File: src/rtl/i2c_pkg.sv
// Shared I2C definitions: bus field widths and the target FSM state encoding.
// Intended to be imported by both the I2C target and the single-byte master.
package i2c_pkg;

  localparam int I2C_ADDR_W = 7;
  localparam int I2C_BYTE_W = 8;

  // Receive FSM states
  localparam logic [2:0] ST_IDLE = 3'd0;  // bus free, waiting for START
  localparam logic [2:0] ST_ADDR = 3'd1;  // shifting address + R/W
  localparam logic [2:0] ST_ACK  = 3'd2;  // holding SDA low through the 9th clock
  localparam logic [2:0] ST_DATA = 3'd3;  // shifting a data byte
  localparam logic [2:0] ST_SKIP = 3'd4;  // not addressed, ignore until STOP/START

endpackage

File: src/rtl/i2c_line_sync.sv
// Bus-pin front end for the I2C target: 2-flop synchronizers on SCL/SDA,
// a level/history flop pair per line, and SCL edge plus START/STOP detection.
//
// Optional build macro: I2C_TGT_GLITCH_FILTER_EN
//   defined   - each synchronized line must hold 3 consecutive equal samples
//               before its level changes (spikes up to 2 clk are dropped);
//               pin-to-event latency is 5 clk.
//   undefined - no filter; pin-to-event latency is 3 clk.
//
// Ports:
//   clk, reset         system clock, synchronous active-high reset
//   scl_in, sda_in     raw asynchronous bus pin levels
//   scl_rise/scl_fall  one-clk pulses on synchronized SCL edges
//   sda_bit            synchronized SDA level, valid to sample on scl_rise
//   start_det          SDA fell while SCL high
//   stop_det           SDA rose while SCL high
module i2c_line_sync (
  input  logic clk,
  input  logic reset,
  input  logic scl_in,
  input  logic sda_in,
  output logic scl_rise,
  output logic scl_fall,
  output logic sda_bit,
  output logic start_det,
  output logic stop_det
);

  logic [1:0] scl_sync_q;
  logic [1:0] sda_sync_q;
  logic       scl_lvl_d;
  logic       sda_lvl_d;
  logic       scl_lvl_q;
  logic       sda_lvl_q;

  // Synchronizers and level history. Reset to the idle (released) bus level
  // so leaving reset never fabricates a START or STOP.
  always_ff @(posedge clk) begin
    if (reset) begin
      scl_sync_q <= 2'b11;
      sda_sync_q <= 2'b11;
      scl_lvl_q  <= 1'b1;
      sda_lvl_q  <= 1'b1;
    end else begin
      scl_sync_q <= {scl_sync_q[0], scl_in};
      sda_sync_q <= {sda_sync_q[0], sda_in};
      scl_lvl_q  <= scl_lvl_d;
      sda_lvl_q  <= sda_lvl_d;
    end
  end

`ifdef I2C_TGT_GLITCH_FILTER_EN
  // Two previous synchronized samples; together with the current one they
  // form the 3-sample stability window.
  logic [1:0] scl_win_q;
  logic [1:0] sda_win_q;

  always_ff @(posedge clk) begin
    if (reset) begin
      scl_win_q <= 2'b11;
      sda_win_q <= 2'b11;
    end else begin
      scl_win_q <= {scl_win_q[0], scl_sync_q[1]};
      sda_win_q <= {sda_win_q[0], sda_sync_q[1]};
    end
  end

  always_comb begin
    scl_lvl_d = scl_lvl_q;
    sda_lvl_d = sda_lvl_q;
    if ((scl_sync_q[1] == scl_win_q[0]) && (scl_win_q[0] == scl_win_q[1]))
      scl_lvl_d = scl_sync_q[1];
    if ((sda_sync_q[1] == sda_win_q[0]) && (sda_win_q[0] == sda_win_q[1]))
      sda_lvl_d = sda_sync_q[1];
  end
`else
  always_comb begin
    scl_lvl_d = scl_sync_q[1];
    sda_lvl_d = sda_sync_q[1];
  end
`endif

  // SCL must be high both before and after the SDA transition for START/STOP.
  always_comb begin
    scl_rise  = scl_lvl_d & ~scl_lvl_q;
    scl_fall  = ~scl_lvl_d & scl_lvl_q;
    sda_bit   = sda_lvl_d;
    start_det = scl_lvl_d & scl_lvl_q & sda_lvl_q & ~sda_lvl_d;
    stop_det  = scl_lvl_d & scl_lvl_q & ~sda_lvl_q & sda_lvl_d;
  end

endmodule

File: src/rtl/i2c_target_rx.sv
// Byte-receiving I2C target. Oversamples SCL/SDA (clk >= 8x SCL, or >= 12x
// with I2C_TGT_GLITCH_FILTER_EN defined), matches a 7-bit address, ACKs by
// pulling SDA low and strobes every received data byte.
//
// Optional build macro: I2C_TGT_GLITCH_FILTER_EN (see i2c_line_sync).
//
// Parameters:
//   OWN_ADDR   7-bit address this target answers to
//   IGNORE_RW  1: accept either R/W value; 0: R/W=1 is NACKed like a mismatch
//
// Ports:
//   clk, reset   system clock, synchronous active-high reset
//   scl_in       raw SCL pin
//   sda_in       raw SDA pin
//   sda_pull     1 = drive SDA low (open-drain enable)
//   rx_data      last received data byte (first bus bit is the MSB)
//   rx_valid     one-clk pulse when rx_data updates
//   rw_bit       R/W bit of the last matched address phase
//   addr_hit     one-clk pulse when the address matches and ACK is driven
//   busy         high from START to STOP
module i2c_target_rx
  import i2c_pkg::*;
#(
  parameter logic [I2C_ADDR_W-1:0] OWN_ADDR  = 7'h3C,
  parameter logic                  IGNORE_RW = 1'b1
) (
  input  logic                  clk,
  input  logic                  reset,
  input  logic                  scl_in,
  input  logic                  sda_in,
  output logic                  sda_pull,
  output logic [I2C_BYTE_W-1:0] rx_data,
  output logic                  rx_valid,
  output logic                  rw_bit,
  output logic                  addr_hit,
  output logic                  busy
);

  logic scl_rise;
  logic scl_fall;
  logic sda_bit;
  logic start_det;
  logic stop_det;

  i2c_line_sync u_line_sync (
    .clk       (clk),
    .reset     (reset),
    .scl_in    (scl_in),
    .sda_in    (sda_in),
    .scl_rise  (scl_rise),
    .scl_fall  (scl_fall),
    .sda_bit   (sda_bit),
    .start_det (start_det),
    .stop_det  (stop_det)
  );

  logic [2:0]            state_q,    state_d;
  logic [2:0]            bit_cnt_q,  bit_cnt_d;
  logic                  done_q,     done_d;     // 8th bit shifted, waiting for its SCL fall
  logic                  sda_pull_q, sda_pull_d;
  logic                  rx_valid_q, rx_valid_d;
  logic                  rw_bit_q,   rw_bit_d;
  logic                  addr_hit_q, addr_hit_d;
  logic                  busy_q,     busy_d;
  logic [I2C_BYTE_W-1:0] rx_data_q,  rx_data_d;
  logic [I2C_BYTE_W-1:0] shift_q,    shift_d;
  logic [I2C_BYTE_W-1:0] shift_in;
  logic                  addr_ok;

  assign shift_in = {shift_q[I2C_BYTE_W-2:0], sda_bit};
  assign addr_ok  = (shift_q[I2C_BYTE_W-1:1] == OWN_ADDR) && (IGNORE_RW || !shift_q[0]);

  always_comb begin
    state_d    = state_q;
    bit_cnt_d  = bit_cnt_q;
    done_d     = done_q;
    sda_pull_d = sda_pull_q;
    rx_valid_d = 1'b0;
    rw_bit_d   = rw_bit_q;
    addr_hit_d = 1'b0;
    busy_d     = busy_q;
    rx_data_d  = rx_data_q;
    shift_d    = shift_q;

    // Bus conditions override bit handling; any partial byte is dropped.
    if (start_det) begin
      state_d    = ST_ADDR;
      bit_cnt_d  = 3'(I2C_BYTE_W - 1);
      done_d     = 1'b0;
      sda_pull_d = 1'b0;
      busy_d     = 1'b1;
    end else if (stop_det) begin
      state_d    = ST_IDLE;
      done_d     = 1'b0;
      sda_pull_d = 1'b0;
      busy_d     = 1'b0;
    end else begin
      case (state_q)
        ST_ADDR, ST_DATA: begin
          if (scl_rise && !done_q) begin
            shift_d = shift_in;
            if (bit_cnt_q == 3'd0) begin
              done_d = 1'b1;
              if (state_q == ST_DATA) begin
                rx_data_d  = shift_in;
                rx_valid_d = 1'b1;
              end
            end else begin
              bit_cnt_d = bit_cnt_q - 3'd1;
            end
          end else if (scl_fall && done_q) begin
            // SCL is low now, so SDA may be claimed for the ACK bit.
            done_d = 1'b0;
            if (state_q == ST_DATA) begin
              sda_pull_d = 1'b1;
              state_d    = ST_ACK;
            end else if (addr_ok) begin
              sda_pull_d = 1'b1;
              addr_hit_d = 1'b1;
              rw_bit_d   = shift_q[0];
              state_d    = ST_ACK;
            end else begin
              state_d = ST_SKIP;
            end
          end
        end
        ST_ACK: begin
          // First fall after entering ACK ends the 9th clock.
          if (scl_fall) begin
            sda_pull_d = 1'b0;
            state_d    = ST_DATA;
            bit_cnt_d  = 3'(I2C_BYTE_W - 1);
          end
        end
        default: ;
      endcase
    end
  end

  always_ff @(posedge clk) begin
    if (reset) begin
      state_q    <= ST_IDLE;
      bit_cnt_q  <= 3'd0;
      done_q     <= 1'b0;
      sda_pull_q <= 1'b0;
      rx_valid_q <= 1'b0;
      rw_bit_q   <= 1'b0;
      addr_hit_q <= 1'b0;
      busy_q     <= 1'b0;
      rx_data_q  <= '0;
    end else begin
      state_q    <= state_d;
      bit_cnt_q  <= bit_cnt_d;
      done_q     <= done_d;
      sda_pull_q <= sda_pull_d;
      rx_valid_q <= rx_valid_d;
      rw_bit_q   <= rw_bit_d;
      addr_hit_q <= addr_hit_d;
      busy_q     <= busy_d;
      rx_data_q  <= rx_data_d;
    end
  end

  // Shift register is pure data; every byte starts from a START or ACK.
  always_ff @(posedge clk) begin
    shift_q <= shift_d;
  end

  assign sda_pull = sda_pull_q;
  assign rx_data  = rx_data_q;
  assign rx_valid = rx_valid_q;
  assign rw_bit   = rw_bit_q;
  assign addr_hit = addr_hit_q;
  assign busy     = busy_q;

endmodule
File: config.mk
export PLATFORM = sky130hd
export DESIGN_NAME = i2c_target_rx
export DESIGN_NICKNAME = d
export VERILOG_FILES = /design/src/rtl/i2c_pkg.sv /design/src/rtl/i2c_line_sync.sv /design/src/rtl/i2c_target_rx.sv
export SDC_FILE = /design/constraint.sdc
export NUM_CORES = 1
export LEC_CHECK = 0
export ABC_AREA = 0
export CORE_ASPECT_RATIO = 2
export CORE_MARGIN = 1
export CORE_UTILIZATION = 45
export DETAILED_ROUTE_END_ITERATION = 16
export PLACE_DENSITY = 0.67
export SLEW_MARGIN = 20
export SYNTH_ARGS = -nofsm -noshare
export SYNTH_HDL_FRONTEND = slang
export SYNTH_HIERARCHICAL = 1
export SYNTH_SLANG_ARGS = --single-unit
File: constraint.sdc
create_clock -name clk -period 2.27 [get_ports clk]
set_clock_uncertainty 0.05 [all_clocks]
set_input_delay 0.3405 -clock clk [delete_from_list [all_inputs] [get_ports clk]]
set_output_delay 0.3405 -clock clk [all_outputs]
set_load 0.02 [all_outputs]
==> images/final_clocks.png <==
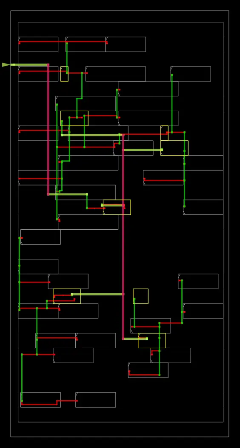
num sequential: 34
P_clk: 0.427 mW
TritonCTS Sinks: 34
Latency at later pin: 0.29 ns

==> images/met3.png <==
Drawn at 8 px/um.
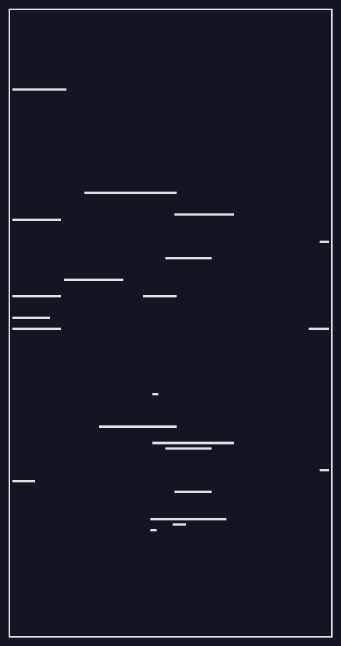
longest straight run: 11.3 um
nets with wire on the layer: 15
wire length on this layer: 110 um
main direction: horizontal
share of all routed wire: 4.4%

==> images/gate_families.png <==
Drawn at 4 px/um.
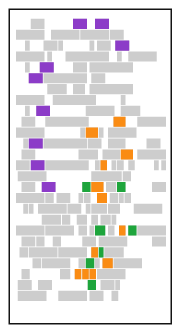
| colour | family | cells | most used |
|---|---|---|---|
| green | NAND gates | 7 | nand2b_1 |
| purple | multiplexers | 9 | mux2i_1 |
| orange | inverting AOI/OAI gates | 12 | a21oi_1 |

==> impl_metrics.tcl <==
# collected from the flow reports
set metrics [dict create \
    antenna_found_initial 0 \
    clkPwrFrac 0.385 \
    fp.dieH_um 78.3 \
    logic_area_sq_um 520 \
    arrival_ns 2.19 \
    drc 0 \
    clock_buffers 7 \
    route.layer.met1.wl_um 1030 \
    rsz0062_at_grt "no" \
    port_buffers 16 \
    synth_area_sq_mm 0.00131 \
    startpoint "u_line_sync/sda_sync_q[1]" \
    period_needed_ns 2.06 \
    synth_seq_share 0.581 \
    num-nets-final 146 \
    detail-route-antenna-nets 0 \
    cts_made_buffers 5 \
    dieArea_sq_mm 0.00314 \
    layout.nonclk_buf_frac 0.110 \
    dp_slack_ns 0.192 \
    swShare 0.219 \
    wl_per_cell_um 14.5 \
    p_int_mw 0.865 \
    fin_cells 170 \
    use_met2 0.302 \
    routed_via_density 5.44 \
    synth_stat.cells 117 \
    path_max_fanout 9 \
    grt_use_met1 0.223 \
    yosysUniqueCellTypes 32 \
    mux_area_frac 0.0688 \
    power_combinational_mw 0.0494 \
    worstPathRequired_ns 2.39 \
    crit_chain "and4b_1 -> or3_4 -> or2_2 -> inv_1 -> a311o_1 -> o41ai_1" \
    finalCritPeriodShare 0.908 \
    grt_busiest_layer "met2" \
    place_area_sq_mm 0.00151 \
    num-multi-input-gates 76 \
    highest_layer "met4" \
    ys_ff 34 \
    overflow 0 \
    comb_power_share 0.045 \
    design_area_sq_mm 0.00160 \
    top_cell_area_share 0.398 \
    cts_setup_buffers 0 \
    cts-root-buf "clkbuf_8" \
    comb_area_frac 0.326 \
    topCellsByArea "dfxtp_1, edfxtp_1, mux2i_1, nor2_1, or2_1" \
    slew_headroom 0.686 \
    grt_pass1_wl_um 4150 \
    setup_tns_ns 0 \
    ys_sh_adder 0.0191 \
    track_usage 0.194 \
    xor_share 0 \
    final_common_cell "dfxtp_1" \
    drt-total-wl_um 2470 \
    io_pins 17 \
    signal_buffers 18 \
    final_layout_size_suffix_gt1_frac 0.0993 \
    regToRegStartpoint "u_line_sync/sda_sync_q[1]" \
    tool_warnings 27 \
    clkTransAtPathRegs_ns 0.07 \
    post-route-util 0.576 \
    die_w_um 40.1 \
    r2r_cells 6 \
    cts_tree "done" \
    nWellTaps 29 \
    wl_met3_um 109 \
    pg_seq_mw 0.632 \
    clkCellAreaFrac 0.0525 \
    r2r-end "bit_cnt_q[2]" \
    status "completed" \
    sequentialPowerShare 0.570 \
    inv_count 5 \
    area_growth_pct 22.0 \
    min_from "u_line_sync/sda_sync_q[0]" \
    ctsResizeCount 0 \
    max_stage_delay_ns 0.41 \
    fmax_mhz 485 \
    rows 27 \
    hold_ws_ns 0.359 \
    insertedDiodeCount 0 \
    fin_ws_ns 0.209 \
    peakVddDrop_uv 402 \
    firstDrtPassIters 4 \
    synthSimpleGateAreaFrac 0.233 \
    dp_cells 162 \
    hold_violations 0 \
    setup_viol 0 \
    synth-edff-count 8 \
    ff_type "dfxtp_1" \
    ctsHoldBuffers 0 \
    hpwl_um 1780 \
    synth.most_common_cell "dfxtp_1" \
    syn-num-nets 123 \
    seq_area_sq_um 761 \
    largest_area_cell "dfxtp_1" \
    common_cells "dfxtp_1, nor2_1, mux2i_1" \
    leakagePower_nw 0.550 \
    final_cell_mix "dfxtp_1, nor2_1, clkdlybuf4s50_1, mux2i_1, edfxtp_1" \
    tightest_slew_ns 0.465 \
    core_sq_mm 0.00277 \
    hold_class "reg -> reg" \
    postSynthCellCount 117 \
    seq_share 0.476 \
    power_density_mw_per_mm2 694 \
    p_sw_mw 0.243 \
    async_reset_ff_frac 0 \
    met2_length_um 1260 \
    finalWeightedCongestion 0.807 \
    maxSlewViolCount 0 \
    maxCapViolations 0 \
    grt_max_degree 23 \
    cp.buffers_inverters 1 \
    ys_chip_area_sq_mm 0.00131 \
    aoi_share 0.0765 \
]
No activity file was given, so power comes from the tool's default toggle rates.
